==> images/pins.png <==
Bar = 10 um. Pins as bars across the die edge, other pins in grey.
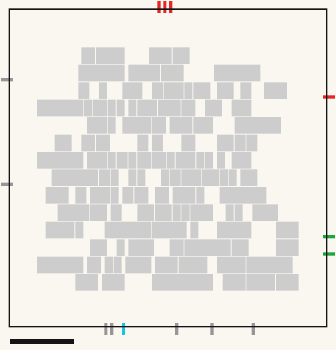
==> images/zoom.png <==
Bar = 5 um. Region (15, 24) to (35, 44) um. Cells in grey, sequential cells in the stronger grey; small squares are vias.
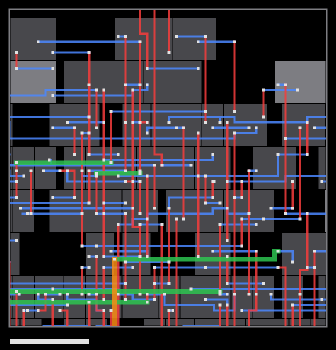
==> images/gate_families.png <==
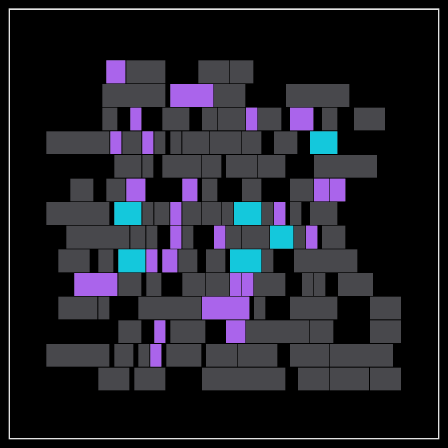
==> images/wire_density.png <==
10 x 10 tiles, from white (low) to dark blue (high), scaled to the fullest tile. Values are wire area over tile area, all layers added.
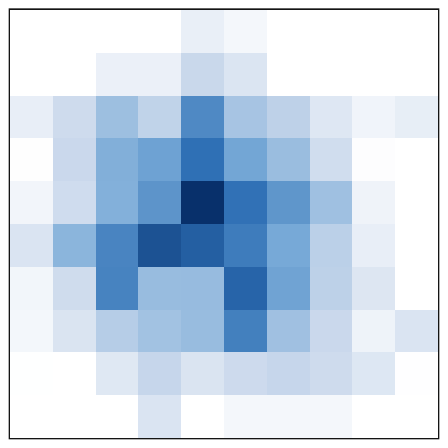
==> config.mk <==
export PLATFORM = sky130hd
export DESIGN_NAME = train_step_seq
export DESIGN_NICKNAME = d
export VERILOG_FILES = /design/src/rtl/train_seq_pkg.sv /design/src/rtl/train_dwell_timer.sv /design/src/rtl/train_step_seq.sv
export SDC_FILE = /design/constraint.sdc
export NUM_CORES = 1
export LEC_CHECK = 0
export CAP_MARGIN = 10
export CORE_MARGIN = 4
export CORE_UTILIZATION = 50
export CTS_CLUSTER_DIAMETER = 80
export DETAILED_ROUTE_END_ITERATION = 7
export GPL_ROUTABILITY_DRIVEN = 0
export GPL_TIMING_DRIVEN = 0
export HOLD_SLACK_MARGIN = 0.05
export PLACE_DENSITY = 0.87
export SKIP_LAST_GASP = 1
export SLEW_MARGIN = 0
export SYNTH_ARGS = -nofsm -noshare
export SYNTH_HDL_FRONTEND = slang
export SYNTH_HIERARCHICAL = 1
export SYNTH_SLANG_ARGS = --single-unit
==> constraint.sdc <==
create_clock -name clk -period 2.7 [get_ports clk]
set_clock_uncertainty 0.05 [all_clocks]
set_input_delay 0.81 -clock clk [delete_from_list [all_inputs] [get_ports clk]]
set_output_delay 0.81 -clock clk [all_outputs]
set_load 0.05 [all_outputs]
==> impl_metrics.tcl <==
# collected from the flow reports
set metrics [dict create \
    ys_cells 103 \
    p_per_area_nw_per_um2 350 \
    rows 14 \
    fp_util_pct 54.7 \
    rr_worst_depth 11 \
    clockBufferDepth 2 \
    grt_max_degree 11 \
    seq-cell-share_pct 21.3 \
    crit_fanout 7 \
    crit_buf_inv 1 \
    fmax_ghz 0.409 \
    cts.root.buffer_cell "clkbuf_4" \
    leakage_nw 0.397 \
    synth_cell_type_count 46 \
    worstSetupPathDepth 1 \
    adder_share_pct 9.99 \
    vias_per_cell 5.95 \
    cap_violations 0 \
    synth-xor-area-share_pct 1.03 \
    comb_cells 78 \
    netlist_top_cells_count "nor2_1 (14), dfxtp_1 (11), inv_1 (8)" \
    synth-async-reset-ratio_pct 0 \
    hold_buffers 0 \
    gr-total-overflow 0 \
    internal-power_mw 0.256 \
    synthCells 103 \
    tightest_slew_ns 0.504 \
    cp_data_required_time_ns 1.84 \
    synthMuxAreaShare_pct 1.17 \
    insertion_delay_ns 0.27 \
    post_cts_resized 0 \
    dpl_cell_area_um2 992 \
    placedCellCount 131 \
    warnings 30 \
    setup_ws_ns 0.256 \
    antenna_found_initial 0 \
    top_cells_by_area "dfxtp_1 (26%), ha_1 (8.8%), nor2_1 (6.2%)" \
    hold_viol 0 \
    postSynthSeqShare_pct 25.8 \
    slowest_stage "clkdlybuf4s50_1" \
    synth_area_um2 852 \
    p_sw_share_pct 29.5 \
    power_frac_clock_pct 31.7 \
    clk_pin_slew_ns 0.07 \
    diodes 0 \
    endpoint_kind "output port" \
    avgSynthCellArea_um2 8.27 \
    cts_tree "yes" \
    well_tap_count 16 \
    synthAoiAreaFrac_pct 23.5 \
    fin_nets 131 \
    top_area_share_pct 25.8 \
    edf_count 0 \
    fin_setup_tns_ns 0 \
    synth_top_cell_by_area "dfxtp_1" \
    p_seq_mw 0.171 \
    pwr-share-comb_pct 21.1 \
    outcome "finished clean" \
    syn_to_final_growth_pct 21.6 \
    holdWs_ns 0.551 \
    yosys_area_um2 852 \
    r2r_slack_ns 0.27 \
    buffers 18 \
    top_logic_kind "simple AND/OR/NAND/NOR gates" \
    hp-class "reg -> reg" \
    layout_min_cycle_time_ns 2.44 \
]
Back to the opening pictures, pins.png:
Key: cyan = `advance` [pins 1, direction input, edge bottom]; red = `step_o` [pins 4, direction output, edge 3 top, 1 right]; green = `state_o` [pins 2, direction output, edge right]
All pins by edge: 6 bottom, 3 right, 3 top, 2 left.
Die W: 49.3 um
chip height: 49.3 um
# port buffers: 12

Back to the opening pictures, zoom.png:
Key: red = met2; green = met3; blue = met1; orange = met4
Sequential cells in the window: 0. Most frequent: inv_1 (4), nor2_1 (4). 37 logic cells have their middle in the window.

Back to the opening pictures, gate_families.png:
Key: cyan = AND-OR and OR-AND gates [cells 6]; purple = NOR gates [cells 25]
non-filler cells, final: 136
fraction of area in multi-input gates: 54.2%
most numerous logic cell after layout: nor2_1

Back to the opening pictures, wire_density.png:
The fullest tile reaches 0.54. 29% of the tiles are nearly empty. The emptiest ninth of the die: upper right. The densest ninth of the die: centre. 17% of the tiles are over half the peak. The mean over all tiles is 0.13.
wire per inst: 13.9 um
via count: 809
total wire length: 1.89 mm
gr usage total: 18.0%

[layout by cell type (no fill, tap or decap), types with 2 or more instances in the layout]
cell type and count:
nor2_1 14, clkdlybuf4s50_1 12, dfxtp_1 11, inv_1 8
nand2_1 6, ha_1 5, nor3_1 4, buf_6 3
nand3_1 3, a31oi_1 3, clkbuf_4 3, buf_4 2
nor2b_4 2, o22ai_1 2, nand2b_1 2, nor2b_1 2
a21oi_2 2, o21bai_1 2, o21ai_0 2, a21oi_1 2
[per-layer routing]
layer / share of wire, % / GRT usage (%) / vias to the layer above
met5: 0 / 0 / -
met4: 1.6 / 9.48 / 0
met3: 5.9 / 5.20 / 5
met2: 49 / 29.5 / 24
met1: 43 / 21.0 / 383
li1: - / - / 397
Power is estimated from default activity; no workload was simulated.
